===== src/rtl/lv_pwm_dt_mon.sv =====
// lv_pwm_dt_mon: synchronises the half-bridge PWM pins, checks dead time and shoot-through,
// and gates the drives off on any violation. Rev 1.0
`default_nettype none

module lv_pwm_dt_mon #(
  parameter int MM_FILT  = 2,
  parameter int SYNC_STG = 2
) (
  input  logic       i_clk,
  input  logic       i_rst_n,
  input  logic       i_pwm_h,
  input  logic       i_pwm_l,
  input  logic       i_pwm_ctrl,
  input  logic [7:0] i_dt_min,
  input  logic       i_err_clr,
  output logic       o_pwm_h,
  output logic       o_pwm_l,
  output logic       o_lv_pwm_dt_err,
  output logic       o_lv_pwm_mm_err
);

  logic [SYNC_STG-1:0] sync_h;
  logic [SYNC_STG-1:0] sync_l;
  logic                ph;
  logic                pl;
  logic [7:0]          dt_cnt;
  logic [3:0]          mm_cnt;

  logic       sh;
  logic       sl;
  logic       rise_h;
  logic       rise_l;
  logic       dt_hit;
  logic       mm_hit;
  logic [3:0] mm_next;
  logic       gate_en;

  assign sh     = sync_h[SYNC_STG-1];
  assign sl     = sync_l[SYNC_STG-1];
  assign rise_h = sh & ~ph;
  assign rise_l = sl & ~pl;

  // A simultaneous rise has the other pin high, so it is left to the mismatch filter.
  always_comb begin
    dt_hit  = ((rise_h & ~sl) | (rise_l & ~sh)) & (dt_cnt < i_dt_min) &
              (i_dt_min != 8'd0) & i_pwm_ctrl;
    mm_next = 4'd0;
    if (sh & sl & i_pwm_ctrl) begin
      mm_next = (mm_cnt == 4'hF) ? mm_cnt : mm_cnt + 4'd1;
    end
    mm_hit  = (mm_next == 4'(MM_FILT));
    gate_en = i_pwm_ctrl & ~o_lv_pwm_dt_err & ~o_lv_pwm_mm_err & ~dt_hit & ~(sh & sl);
  end

  always_ff @(posedge i_clk or negedge i_rst_n) begin
    if (!i_rst_n) begin
      sync_h <= '0;
      sync_l <= '0;
      ph     <= 1'b0;
      pl     <= 1'b0;
    end else begin
      sync_h <= (sync_h << 1) | SYNC_STG'(i_pwm_h);
      sync_l <= (sync_l << 1) | SYNC_STG'(i_pwm_l);
      ph     <= sh;
      pl     <= sl;
    end
  end

  // dt_cnt resets to full scale so the first edge after reset is never flagged.
  always_ff @(posedge i_clk or negedge i_rst_n) begin
    if (!i_rst_n) begin
      dt_cnt <= 8'hFF;
      mm_cnt <= 4'd0;
    end else begin
      if (sh | sl) begin
        dt_cnt <= 8'd0;
      end else if (dt_cnt != 8'hFF) begin
        dt_cnt <= dt_cnt + 8'd1;
      end
      mm_cnt <= mm_next;
    end
  end

  always_ff @(posedge i_clk or negedge i_rst_n) begin
    if (!i_rst_n) begin
      o_pwm_h         <= 1'b0;
      o_pwm_l         <= 1'b0;
      o_lv_pwm_dt_err <= 1'b0;
      o_lv_pwm_mm_err <= 1'b0;
    end else begin
      o_pwm_h         <= sh & gate_en;
      o_pwm_l         <= sl & gate_en;
      o_lv_pwm_dt_err <= dt_hit | (o_lv_pwm_dt_err & ~i_err_clr);
      o_lv_pwm_mm_err <= mm_hit | (o_lv_pwm_mm_err & ~i_err_clr);
    end
  end

endmodule

`default_nettype wire

===== config.mk =====
export PLATFORM = sky130hd
export DESIGN_NAME = lv_pwm_dt_mon
export DESIGN_NICKNAME = d
export VERILOG_FILES = /design/src/rtl/lv_pwm_dt_mon.sv
export SDC_FILE = /design/constraint.sdc
export NUM_CORES = 1
export LEC_CHECK = 0
export ABC_AREA = 1
export CELL_PAD_IN_SITES_DETAIL_PLACEMENT = 1
export CELL_PAD_IN_SITES_GLOBAL_PLACEMENT = 1
export CORE_MARGIN = 4
export CORE_UTILIZATION = 39
export DETAILED_ROUTE_END_ITERATION = 7
export PLACE_DENSITY_LB_ADDON = 0.2
export SKIP_CTS_REPAIR_TIMING = 1
export SLEW_MARGIN = 10
export SYNTH_ARGS = -nofsm -noshare
export SYNTH_HDL_FRONTEND = slang
export SYNTH_SLANG_ARGS = --single-unit

===== constraint.sdc =====
create_clock -name i_clk -period 2.3 [get_ports i_clk]
set_clock_uncertainty 0.2 [all_clocks]
set_input_delay 0.345 -clock i_clk [delete_from_list [all_inputs] [get_ports i_clk]]
set_output_delay 0.345 -clock i_clk [all_outputs]
set_load 0.05 [all_outputs]

A small window of the routed layout:
Window x 38 to 58, y 38 to 58 um. Cells in gray, sequential cells in the stronger gray; small squares are vias.
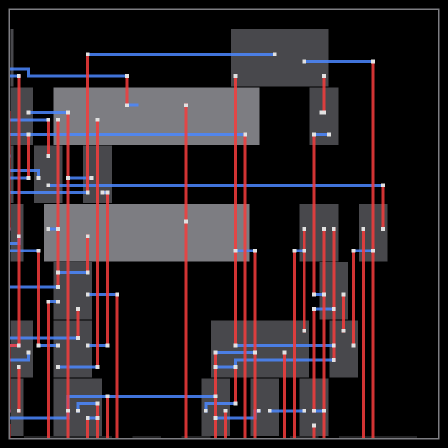
legend:
  met1:
    color: blue
  met2:
    color: red
cells with their middle in the window: 18
netlist names of flops here include: `dt_cnt` (2)
sequential cells in the window: 2
most frequent: nand2_1 (5), inv_1 (3), a21oi_1 (3)

Routed metal, one color a layer:
Drawn at 10 px/um. Only two layers are drawn.
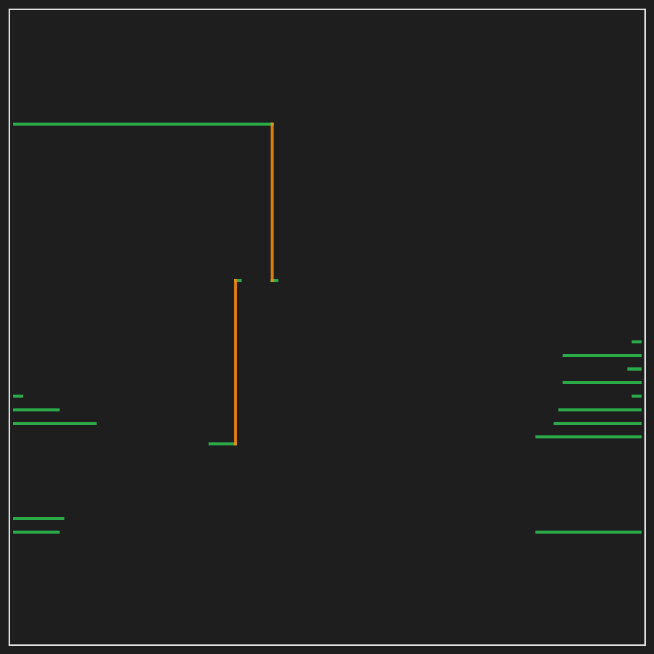
legend:
  met3:
    color: green
    wire_length: 106 um
  met4:
    color: orange
    wire_length: 32.0 um
final routed wirelength across all metal layers: 2790 um
Tot GR Track Use: 0.153

==> reports/results.md <==
| Result | This run |
|:---|:---|
| Initial antenna violation count | 0 |
| Power share of the sequential group | 0.508 |
| Wirelength per Cell | 14.7 um |
| Routed wire length on met3 | 106 um |
| Total setup violations reported at the end of the flow | 0 |
| Most Used Layer, Global Route | met2 |
| Clock latency on the worst-skew pair | 310 ps |
| Post-route DRC violation count | 0 |
| Cell Count, Final, Fillers Out | 190 |
| DP Area | 1420 um^2 |
| LEAKAGE | 0.746 nW |
| Number of clock buffers in the layout | 3 |
| Highest-power group | sequential cells |
| Largest Register | dt_cnt |
| Sequential cell area fraction in the yosys report | 0.468 |
| Global-route met3 utilization | 0.0302 |
| Distinct lib cells | 25 |
| Post-route cell area | 1470 um^2 |
| Wire length of the first global-routing pass | 4770 um |
| Critical path peak fanout | 3 |
| CTS tree | done |
| Power Combinational | 0.100 mW |
| Chip area line of the yosys report | 1200 um^2 |
| Net count after synthesis | 160 |
| Critical Path AT | 1550 ps |
| Count of buffering cells on the critical path with inverters included | 1 |
| Count of placed standard cells including taps | 186 |
| Max Buffers Root-to-Sink | 2 |
| Total number of placement rows | 19 |
| Seq/total area | 0.382 |
| Num ports | 18 |
| Largest net degree at the start of global routing | 23 |
| Via count of the first global-routing pass | 1069 |
| OpenROAD warning count | 26 |
| Share of async-settable or async-resettable flops after synthesis | 1.00 |
| Core area | 2850 um^2 |
| Kind of critical path | flop to output pin |
| CP Launch Type | flop |
| Total of plain and repair buffers excluding clock buffers | 18 |
| Post-route worst setup slack | 201 ps |
| Synthesized area | 1200 um^2 |
| Number of cells produced by synthesis | 137 |
| Share of total power in combinational logic | 0.125 |
| Final weighted congestion in routability-driven placement | 0.765 |
| Vias per inst | 5.19 |
| Top class by area | sequential cells |
| Floorplan die area | 4020 um^2 |
| Die boundary height | 63.4 um |
| Cell total in the yosys stat output | 137 |
| Clock root buffer | sky130_fd_sc_hd__clkbuf_4 |
| Maximum vdd ir drop | 342 uV |
| Clock sinks | 22 |
| Largest stage delay on the critical path | 830 ps |
| Number of flip-flops in the largest register | 8 |
| Fraction of the core area occupied by cells at floorplan | 0.420 |
| Worst slew margin relative to its limit | 0.667 |
| Cell type group with the largest total delay on the critical path | buffers and inverters |
| Total congestion overflow | 0 |
| Xor+xnor area frac | 0.0146 |
| Average cell area after synthesis | 8.75 um^2 |
| Area fraction in full adders, half adders and majority gates | 0.0939 |
| MaxCap Viol Count | 0 |
| Top flop regs | dt_cnt x8, mm_cnt x4 |
| P_clk | 0.296 mW |
| Final ANT Viol Nets | 0 |
| Antenna diode instance count | 0 |
| Kind of capture point of the worst setup path | output pin |
| Mux area share | 0 |
| Number of well taps | 31 |
| Filler cell count | 341 |
| Result of the run | finished clean |
| Dominant non-sequential cell family after synthesis | simple AND/OR/NAND/NOR gates |
| AO/OA Area Share | 0.0981 |
| Area growth from synthesis to final layout | 22.4% |
| Initial detailed-routing violation count | 15 |
| Post-place setup slack | 148 ps |
| Met2 routed wirelength | 1570 um |
| Final TNS setup | 0 ps |
| Final HPWL DP | 2290 um |
| Most used flip-flop cell after synthesis | sky130_fd_sc_hd__dfrtp_1 |
| CP max stage cell | sky130_fd_sc_hd__clkdlybuf4s50_1 |
| NonClk Buf Share | 0.121 |
Port wiring:
Drawn at 6 px/um.
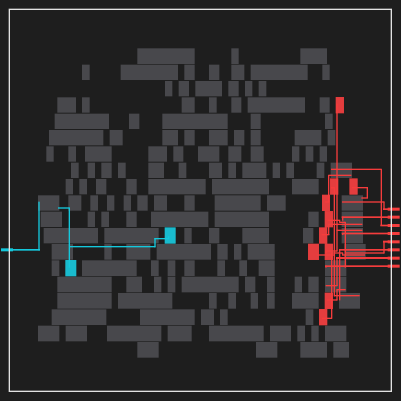
legend:
  `i_dt_min`:
    color: red
    direction: input
    edge: right
    end_cells: 10
    wire: 206 um
  `i_err_clr`:
    color: cyan
    direction: input
    edge: left
    end_cells: 2
    wire: 42.3 um

Met2 routing:
Drawn at 6 px/um.
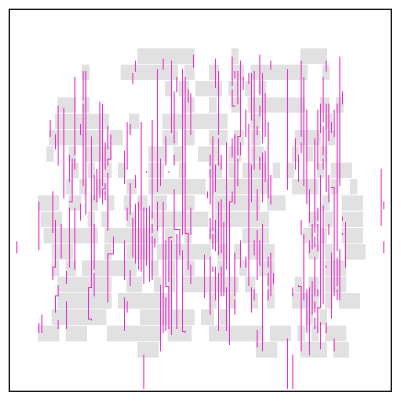
share of all routed wire: 56%
wire length on this layer: 1570 um
main direction: vertical
via count: 986
met2 Track Usage GR: 0.308

## synthesized netlist by cell type (2+ instances only)
library cell / n / area, um^2
sky130_fd_sc_hd__dfrtp_1: 14 / 350
sky130_fd_sc_hd__dfstp_2: 8 / 210
sky130_fd_sc_hd__nand4_1: 2 / 12.5
sky130_fd_sc_hd__nor3_1: 2 / 10.0
sky130_fd_sc_hd__nor2_4: 3 / 33.8
sky130_fd_sc_hd__nor2_1: 8 / 30.0
sky130_fd_sc_hd__o21ai_1: 6 / 30.0
sky130_fd_sc_hd__nand2_2: 4 / 25.0
sky130_fd_sc_hd__a21oi_1: 7 / 35.0
sky130_fd_sc_hd__nand2_1: 22 / 82.6
sky130_fd_sc_hd__ha_1: 9 / 113
sky130_fd_sc_hd__nand3_1: 10 / 50.1
sky130_fd_sc_hd__a21oi_2: 2 / 17.5
sky130_fd_sc_hd__o21ai_0: 3 / 15.0
sky130_fd_sc_hd__inv_2: 4 / 15.0
sky130_fd_sc_hd__inv_1: 24 / 90.1
## final timing paths
kind,start,endpoint,cells past startpoint
max in group asynchronous,i_rst_n,dt_cnt[3],2
setup reg to reg,dt_cnt[7],o_pwm_l,7
hold reg to reg,sync_l[0],sync_l[1],0
min in group i_clk,sync_l[0],sync_l[1],0
setup / recovery,o_lv_pwm_mm_err,o_lv_pwm_mm_err,1
hold / removal,i_rst_n,o_pwm_h,2
## layout by cell type, fill, tap and decap left out, drive strengths merged, types with 2 or more instances in the layout
cell / instances
a21oi: 9
clkbuf: 3
o21ai: 9
ha: 9
dfstp: 8
nor2: 11
nand4: 3
nand3: 11
dfrtp: 14
nor3: 2
inv: 28
clkdlybuf4s50: 17
nand2: 26
Power and IR drop assume default switching activity.
